--- src/rtl/step_pkg.sv ---
// Shared types and constants for the step renderer: step kinds, spike
// animation phases and the default palette.
package step_pkg;

  typedef enum logic [2:0] {
    STEP_FREE  = 3'd0,
    STEP_REGU  = 3'd1,
    STEP_GATE  = 3'd2,
    STEP_DEATH = 3'd3,
    STEP_WALL  = 3'd4,
    STEP_SPIKE = 3'd5
  } step_type_e;

  typedef enum logic [1:0] {
    ANIM_RETRACTED = 2'd0,
    ANIM_RISING    = 2'd1,
    ANIM_EXTENDED  = 2'd2,
    ANIM_FALLING   = 2'd3
  } anim_state_e;

  // Colour value the compositor treats as "nothing drawn here".
  localparam logic [7:0] TRANSPARENT_ENCODING = 8'hFF;

  localparam logic [7:0] COLOR_REGU_DEFAULT  = 8'h8b;
  localparam logic [7:0] COLOR_GATE_DEFAULT  = 8'h1c;
  localparam logic [7:0] COLOR_DEATH_DEFAULT = 8'he0;
  localparam logic [7:0] COLOR_WALL_DEFAULT  = 8'h49;
  localparam logic [7:0] COLOR_SPIKE_DEFAULT = 8'hb6;

endpackage

--- src/rtl/spike_anim_fsm.sv ---
// Global spike animation: retracted hold, rise, extended hold, fall.
// Advances once per frame pulse while enable_anim is high; every tile
// shares this single phase.
module spike_anim_fsm
  import step_pkg::*;
#(
  parameter int SPIKE_MAX_H = 20,
  parameter int HOLD_FRAMES = 30
) (
  input  logic       clk,
  input  logic       resetN,
  input  logic       startOfFrame,
  input  logic       enable_anim,
  output logic [5:0] spikeHeight,
  output logic       spikeActive
);

  localparam logic [7:0] HOLD_LAST = 8'(HOLD_FRAMES - 1);
  localparam logic [5:0] MAX_H     = 6'(SPIKE_MAX_H);
  localparam logic [5:0] HALF_H    = 6'(SPIKE_MAX_H / 2);

  anim_state_e state_q, state_d;
  logic [7:0]  count_q, count_d;
  logic [5:0]  height_q, height_d;
  logic        active_q;

  // Next phase, frame count and height; all frozen unless a frame pulse
  // arrives with animation enabled.
  always_comb begin
    state_d  = state_q;
    count_d  = count_q;
    height_d = height_q;
    if (startOfFrame && enable_anim) begin
      case (state_q)
        ANIM_RETRACTED: begin
          height_d = 6'd0;
          if (count_q >= HOLD_LAST) begin
            state_d = ANIM_RISING;
            count_d = 8'd0;
          end else begin
            count_d = count_q + 8'd1;
          end
        end
        ANIM_RISING: begin
          if (height_q >= MAX_H - 6'd1) begin
            height_d = MAX_H;
            state_d  = ANIM_EXTENDED;
            count_d  = 8'd0;
          end else begin
            height_d = height_q + 6'd1;
          end
        end
        ANIM_EXTENDED: begin
          height_d = MAX_H;
          if (count_q >= HOLD_LAST) begin
            state_d = ANIM_FALLING;
            count_d = 8'd0;
          end else begin
            count_d = count_q + 8'd1;
          end
        end
        ANIM_FALLING: begin
          if (height_q <= 6'd1) begin
            height_d = 6'd0;
            state_d  = ANIM_RETRACTED;
            count_d  = 8'd0;
          end else begin
            height_d = height_q - 6'd1;
          end
        end
        default: begin
          state_d  = ANIM_RETRACTED;
          count_d  = 8'd0;
          height_d = 6'd0;
        end
      endcase
    end
  end

  // Phase registers; lethality is registered from the next height so it
  // always agrees with the height presented in the same cycle.
  always_ff @(posedge clk or negedge resetN) begin
    if (!resetN) begin
      state_q  <= ANIM_RETRACTED;
      count_q  <= 8'd0;
      height_q <= 6'd0;
      active_q <= 1'b0;
    end else begin
      state_q  <= state_d;
      count_q  <= count_d;
      height_q <= height_d;
      active_q <= (height_d >= HALF_H);
    end
  end

  assign spikeHeight = height_q;
  assign spikeActive = active_q;

endmodule

--- src/rtl/step_renderer.sv ---
// Per-pixel renderer for one stair tile: decides whether the current VGA
// pixel falls inside the tile's step, wall or spike region and returns its
// colour and offset one cycle later.
module step_renderer
  import step_pkg::*;
#(
  parameter int STEP_WIDTH_X       = 50,
  parameter int STEP_HEIGHT_Y      = 7,
  parameter int STEP_TILE_OFFSET_X = 7,
  parameter int STEP_TILE_OFFSET_Y = 50,
  parameter int TILE_W             = 64,
  parameter int TILE_H             = 64,
  parameter int SPIKE_MAX_H        = 20,
  parameter int HOLD_FRAMES        = 30,
  parameter logic [7:0] COLOR_REGU  = COLOR_REGU_DEFAULT,
  parameter logic [7:0] COLOR_GATE  = COLOR_GATE_DEFAULT,
  parameter logic [7:0] COLOR_DEATH = COLOR_DEATH_DEFAULT,
  parameter logic [7:0] COLOR_WALL  = COLOR_WALL_DEFAULT,
  parameter logic [7:0] COLOR_SPIKE = COLOR_SPIKE_DEFAULT
) (
  input  logic        clk,
  input  logic        resetN,
  input  logic        startOfFrame,
  input  logic        enable_anim,
  input  logic [10:0] pixelX,
  input  logic [10:0] pixelY,
  input  logic [10:0] tileTopLeftX,
  input  logic [10:0] tileTopLeftY,
  input  logic [2:0]  step_type,
  output logic [10:0] offsetX,
  output logic [10:0] offsetY,
  output logic        drawingRequest,
  output logic [7:0]  RGBout,
  output logic [5:0]  spikeHeight,
  output logic        spikeActive
);

  spike_anim_fsm #(
    .SPIKE_MAX_H (SPIKE_MAX_H),
    .HOLD_FRAMES (HOLD_FRAMES)
  ) u_anim (
    .clk          (clk),
    .resetN       (resetN),
    .startOfFrame (startOfFrame),
    .enable_anim  (enable_anim),
    .spikeHeight  (spikeHeight),
    .spikeActive  (spikeActive)
  );

  // All geometry is done one bit wider than the pixel bus so edges near
  // the right/bottom of the coordinate space never wrap.
  logic [11:0] pixX, pixY, tileX, tileY;
  logic [11:0] stepLeft, stepRight, stepTop, stepBottom;
  logic [11:0] heightExt, spikeTop;
  logic        inStepX, inStepY, inSpikeY, inWallX, inWallY;

  assign pixX       = {1'b0, pixelX};
  assign pixY       = {1'b0, pixelY};
  assign tileX      = {1'b0, tileTopLeftX};
  assign tileY      = {1'b0, tileTopLeftY};
  assign stepLeft   = tileX + 12'(STEP_TILE_OFFSET_X);
  assign stepRight  = stepLeft + 12'(STEP_WIDTH_X);
  assign stepTop    = tileY + 12'(STEP_TILE_OFFSET_Y);
  assign stepBottom = stepTop + 12'(STEP_HEIGHT_Y);
  assign heightExt  = {6'd0, spikeHeight};
  assign spikeTop   = (stepTop >= heightExt) ? (stepTop - heightExt) : 12'd0;
  assign inStepX    = (pixX >= stepLeft) && (pixX < stepRight);
  assign inStepY    = (pixY >= stepTop) && (pixY < stepBottom);
  assign inSpikeY   = (pixY >= spikeTop) && (pixY < stepBottom);
  assign inWallX    = (pixX >= tileX) && (pixX < tileX + 12'(TILE_W));
  assign inWallY    = (pixY >= tileY) && (pixY < tileY + 12'(TILE_H));

  logic        inRegion;
  logic [11:0] regionLeft, regionTop;
  logic [7:0]  regionColor;
  logic [10:0] offsetX_d, offsetY_d;
  logic        drawing_d;
  logic [7:0]  rgb_d;

  // Pick the region and colour for this step kind; FREE and the unused
  // codes never draw.
  always_comb begin
    inRegion    = 1'b0;
    regionLeft  = 12'd0;
    regionTop   = 12'd0;
    regionColor = TRANSPARENT_ENCODING;
    case (step_type)
      STEP_REGU: begin
        inRegion = inStepX && inStepY;  regionLeft = stepLeft;  regionTop = stepTop;
        regionColor = COLOR_REGU;
      end
      STEP_GATE: begin
        inRegion = inStepX && inStepY;  regionLeft = stepLeft;  regionTop = stepTop;
        regionColor = COLOR_GATE;
      end
      STEP_DEATH: begin
        inRegion = inStepX && inStepY;  regionLeft = stepLeft;  regionTop = stepTop;
        regionColor = COLOR_DEATH;
      end
      STEP_WALL: begin
        inRegion = inWallX && inWallY;  regionLeft = tileX;  regionTop = tileY;
        regionColor = COLOR_WALL;
      end
      STEP_SPIKE: begin
        inRegion = inStepX && inSpikeY;  regionLeft = stepLeft;  regionTop = spikeTop;
        regionColor = COLOR_SPIKE;
      end
      default: ;
    endcase

    drawing_d = inRegion;
    rgb_d     = inRegion ? regionColor : TRANSPARENT_ENCODING;
    offsetX_d = inRegion ? 11'(pixX - regionLeft) : 11'd0;
    offsetY_d = inRegion ? 11'(pixY - regionTop) : 11'd0;
  end

  // Register the pixel result so it lines up one cycle behind the pixel.
  always_ff @(posedge clk or negedge resetN) begin
    if (!resetN) begin
      drawingRequest <= 1'b0;
      RGBout         <= 8'h00;
      offsetX        <= 11'd0;
      offsetY        <= 11'd0;
    end else begin
      drawingRequest <= drawing_d;
      RGBout         <= rgb_d;
      offsetX        <= offsetX_d;
      offsetY        <= offsetY_d;
    end
  end

endmodule

--- config.mk ---
export PLATFORM = sky130hd
export DESIGN_NAME = step_renderer
export DESIGN_NICKNAME = d
export VERILOG_FILES = /design/src/rtl/step_pkg.sv /design/src/rtl/spike_anim_fsm.sv /design/src/rtl/step_renderer.sv
export SDC_FILE = /design/constraint.sdc
export NUM_CORES = 1
export LEC_CHECK = 0
export CAP_MARGIN = 5
export CORE_ASPECT_RATIO = 0.8
export CORE_UTILIZATION = 59
export CTS_BUF_LIST = sky130_fd_sc_hd__clkbuf_4
export DETAILED_ROUTE_END_ITERATION = 6
export GPL_TIMING_DRIVEN = 0
export PLACE_DENSITY = 0.84
export SKIP_LAST_GASP = 1
export SYNTH_ARGS = -nofsm -noshare
export SYNTH_HDL_FRONTEND = slang
export SYNTH_SLANG_ARGS = --single-unit
--- constraint.sdc ---
create_clock -name clk -period 6.4 [get_ports clk]
set_input_delay 1.6 -clock clk [delete_from_list [all_inputs] [get_ports clk]]
set_output_delay 1.6 -clock clk [all_outputs]
set_load 0.01 [all_outputs]
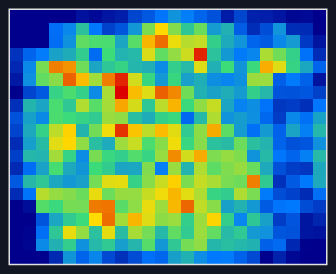
**Above:** wire density map.
24 x 20 tiles, from dark blue (low) to red (high), scaled to the fullest tile. Values are wire area over tile area, all layers added.
densest ninth of the die	centre
fullest tile	0.64
nearly empty tiles	6.7%
mean over tiles	0.26

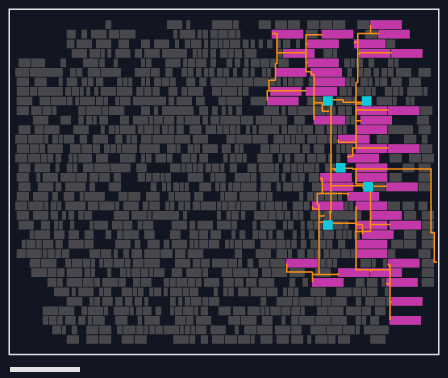
**Above:** clock network drawn from the DEF.
Scale bar: 20 µm.
[clock wires] orange | length: 447 µm
[cells driving clock nets] cyan | count: 5
[flip-flops] magenta | count: 47
flops lie	a column on the right
skew final: 0.00248 ns
Clock power frac: 10.3%

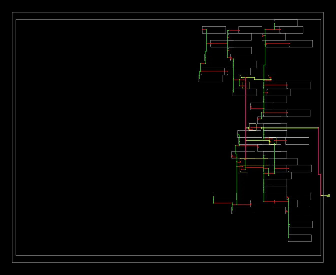
**Above:** clock routing.
clk_lat worst skew: 0.34 ns
Sink Count: 47
total CTS buffers: 5
Clock group: 0.170 mW

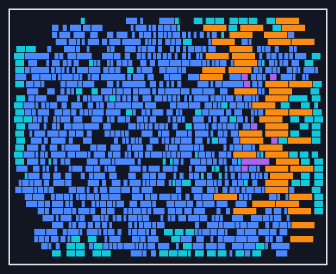
**Above:** cells coloured by class.
class	colour	cells
flip-flops	orange	47
all other logic	blue	774
other buffers and delay cells	cyan	116
clock drivers and dummy loads	purple	7
Core ar.: 11100 µm²
Final Core Density: 73.0%
Seq area share: 14.6%
Core Rows: 34

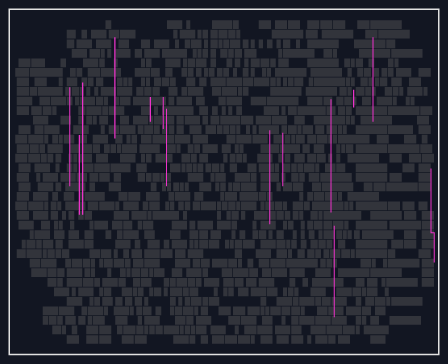
**Above:** signal wires on met4.
nets with wire on the layer	14
main direction	vertical
share of all routed wire	1.7%
wire length on this layer	309 µm
longest straight run	37.4 µm
final wirelength: 18500 µm
routed via count: 6785

cell families after synthesis:
family / Yosys count / synth area share, %
multiplexers: 7 / 1.07
AND-OR/OR-AND: 237 / 23.5
buffers and inverters: 91 / 5.26
adder cells (fa/ha/maj): 133 / 24.8
AND/OR/NAND/NOR: 270 / 20.2
XOR/XNOR: 59 / 7.93
flip-flops: 47 / 17.3
per-layer routing:
layer | wire (µm) | GRT usage, % | vias to the layer above
met5 | 0 | 0 | -
met4 | 308 | 6.55 | 0
met3 | 1630 | 3.27 | 30
met2 | 7320 | 43.4 | 330
met1 | 9260 | 50.2 | 3124
li1 | - | - | 3301
layout by cell type, fill, tap and decap left out, types with 9 or more instances in the layout:
cell type	n
ha_1	128
clkdlybuf4s50_1	81
nor2_1	71
inv_1	67
a21oi_1	60
nand2_1	52
o21ai_0	51
dfrtp_1	47
xnor2_1	45
nor3_1	26
nand3_1	25
a21o_1	21
nand2b_1	17
a31oi_1	16
clkbuf_1	15
buf_4	11
nand4_1	10
xor2_1	10
a211oi_1	9
nor4_1	9
per-stage QoR:
| step | hold WS (ns) | setup WS, ns | setup TNS, ns |
|---|---|---|---|
| final | 0.527 | 0.210 | 0 |
| after global routing | 0.556 | -0.0200 | -0.0200 |
| after CTS | 0.519 | 0.0755 | 0 |
| after detailed placement | 0.486 | -1.71 | -22.62 |
| after global placement | 0.478 | -1.62 | -22.36 |
| after floorplan | 0.464 | 0.0885 | 0 |
area by class of cell:
type                       count  area (µm²)
inverter                      68         255
buffer                        21        95.1
sequential                    47        1180
timing repair buffer          95         927
multi-input combinational    706        5370
clock inverter                 1        30.0
fill                         878        2980
clock buffer                   6        45.0
tap                          144         180
critical path, stage by stage:
cell,delay (ns)
clkdlybuf4s15_2,0.27
ha_1,0.21
buf_2,0.18
a21oi_1,0.17
nor2_1,0.05
or2_2,0.34
ha_4,0.32
and3_1,0.21
nand4_1,0.18
nand4_1,0.25
or2_4,0.21
nand2b_1,0.09
a21oi_1,0.22
a32oi_2,0.17
fa_2,0.41
a21oi_2,0.17
o211ai_1,0.13
o41ai_2,0.28
o21a_2,0.27
buf_4,0.16
nor4bb_1,0.21
o22ai_1,0.12
a31oi_1,0.24
repair_timing:
item / CTS / global route
pin swaps: 5 / 8
endpoints found under the setup margin: 30 / 2
gates resized: 15 / 11
buffers inserted: 4 / 6
registers in the layout, summed over array words and instances (netlist names):
| signal | flops |
|---|---|
| drawingRequest | 1 |
| offsetY | 11 |
| RGBout | 7 |
| u_anim.count_q | 8 |
| offsetX | 11 |
| u_anim.state_q | 2 |
| u_anim.spikeHeight | 6 |
| u_anim.spikeActive | 1 |
worst max path at each step:
| stage | from | endpoint | slack [ns] | depth (start not counted) |
|---|---|---|---|---|
| after floorplan | tileTopLeftY[1] | offsetY[10] | 0.09 | 24 |
| after global placement | tileTopLeftY[1] | offsetY[10] | -1.62 | 23 |
| after global routing | tileTopLeftY[3] | offsetY[10] | -0.02 | 21 |
| final | tileTopLeftY[2] | offsetY[10] | 0.21 | 23 |
| after detailed placement | tileTopLeftY[1] | offsetY[10] | -1.71 | 23 |
| after CTS | tileTopLeftY[2] | offsetY[10] | 0.08 | 22 |
==> results.tsv <==
stage	metric	value	unit
outcome	status	finished clean	
place	input/output buffers	84	
route	drt first pass iters	5	
synth	Synth warnings	0	
synth	Max-area cell share	23.7	%
grt	vias in the first global route	5983	
synth	dominant register cell	dfrtp_1	
power_and_ir_drop	Leak Pwr	3.65	nW
place	Placed Instance Area	7840	µm²
place	Placed Cells	1073	
sta	Slew headroom	45.5	%
sta	final setup violation count	0	
setup_path	Crit. End Element	flip-flop	
synth	Post-Syn Area	6800	µm²
synth	most area-hungry cell type in the Yosys netlist	ha_1	
grt	antenna violations before repair	0	
sta	FMAX	162	MHz
flow_run	max_cap viols	0	
power_and_ir_drop	Worst VDD drop	0.123	mV
synth	synthesized instance count	844	
hold_path	hold path start	u_anim.count_q[7]	
setup_path	FF-to-FF setup slack	1.71	ns
sta	Max Slew Vio Count	0	
sta	Worst Max-Slew Pin Slew	0.809	ns
setup_path	Worst Setup Start Kind	primary input	
power_and_ir_drop	Power per Cell Area	204	nW/µm²
power_and_ir_drop	Comb. pwr	1.08	mW
grt	all-layer global routing usage	31.1	%
final_layout	Area growth syn-to-layout	18.8	%
final_layout	Antenna Cells	0	
clock_tree	Reg clk slew, reported paths	0.12	ns
clock_tree	CTS tree	yes	
place	Detailed Place HPWL	15200	µm
flow_run	Tool Warnings	41	
setup_path	Setup Crit Path Kind	primary input to flip-flop	
grt	largest net degree at the start of global routing	29	
grt	grt ovf	0	
route	DRT iter0 DRCs	620	
power_and_ir_drop	part of the power in combinational logic	65.7	%
place	routability cong.	0.977	
final_layout	non-filler instance count after layout	1088	
clock_tree	Post-CTS Hold Fix Bufs	0	
grt	first-pass GRT wire length	30000	µm
clock_tree	H-tree Lvls	2	
setup_path	reg2reg path depth	20	
setup_path	FF-to-FF End	offsetY[10]	
synth	Post-synth EDFFs	0	
final_layout	post-layout net count	1127	
route	drc violations	0	
power_and_ir_drop	sw frac	45.5	%
synth	Synth top cell by count	ha_1	
sta	Tmin final	6.19	ns
synth	Cell area leaders	ha_1, dfrtp_1, xnor2_1	
clock_tree	Longest Clk Path Bufs	2	
power_and_ir_drop	P_seq	0.395	mW
synth	post-synth cell types	81	
route	Wirelength per Cell	17.0	µm
hold_path	worst min path class	flip-flop to flip-flop	
Power figures rest on the tool's default switching activity, not on a simulated workload.
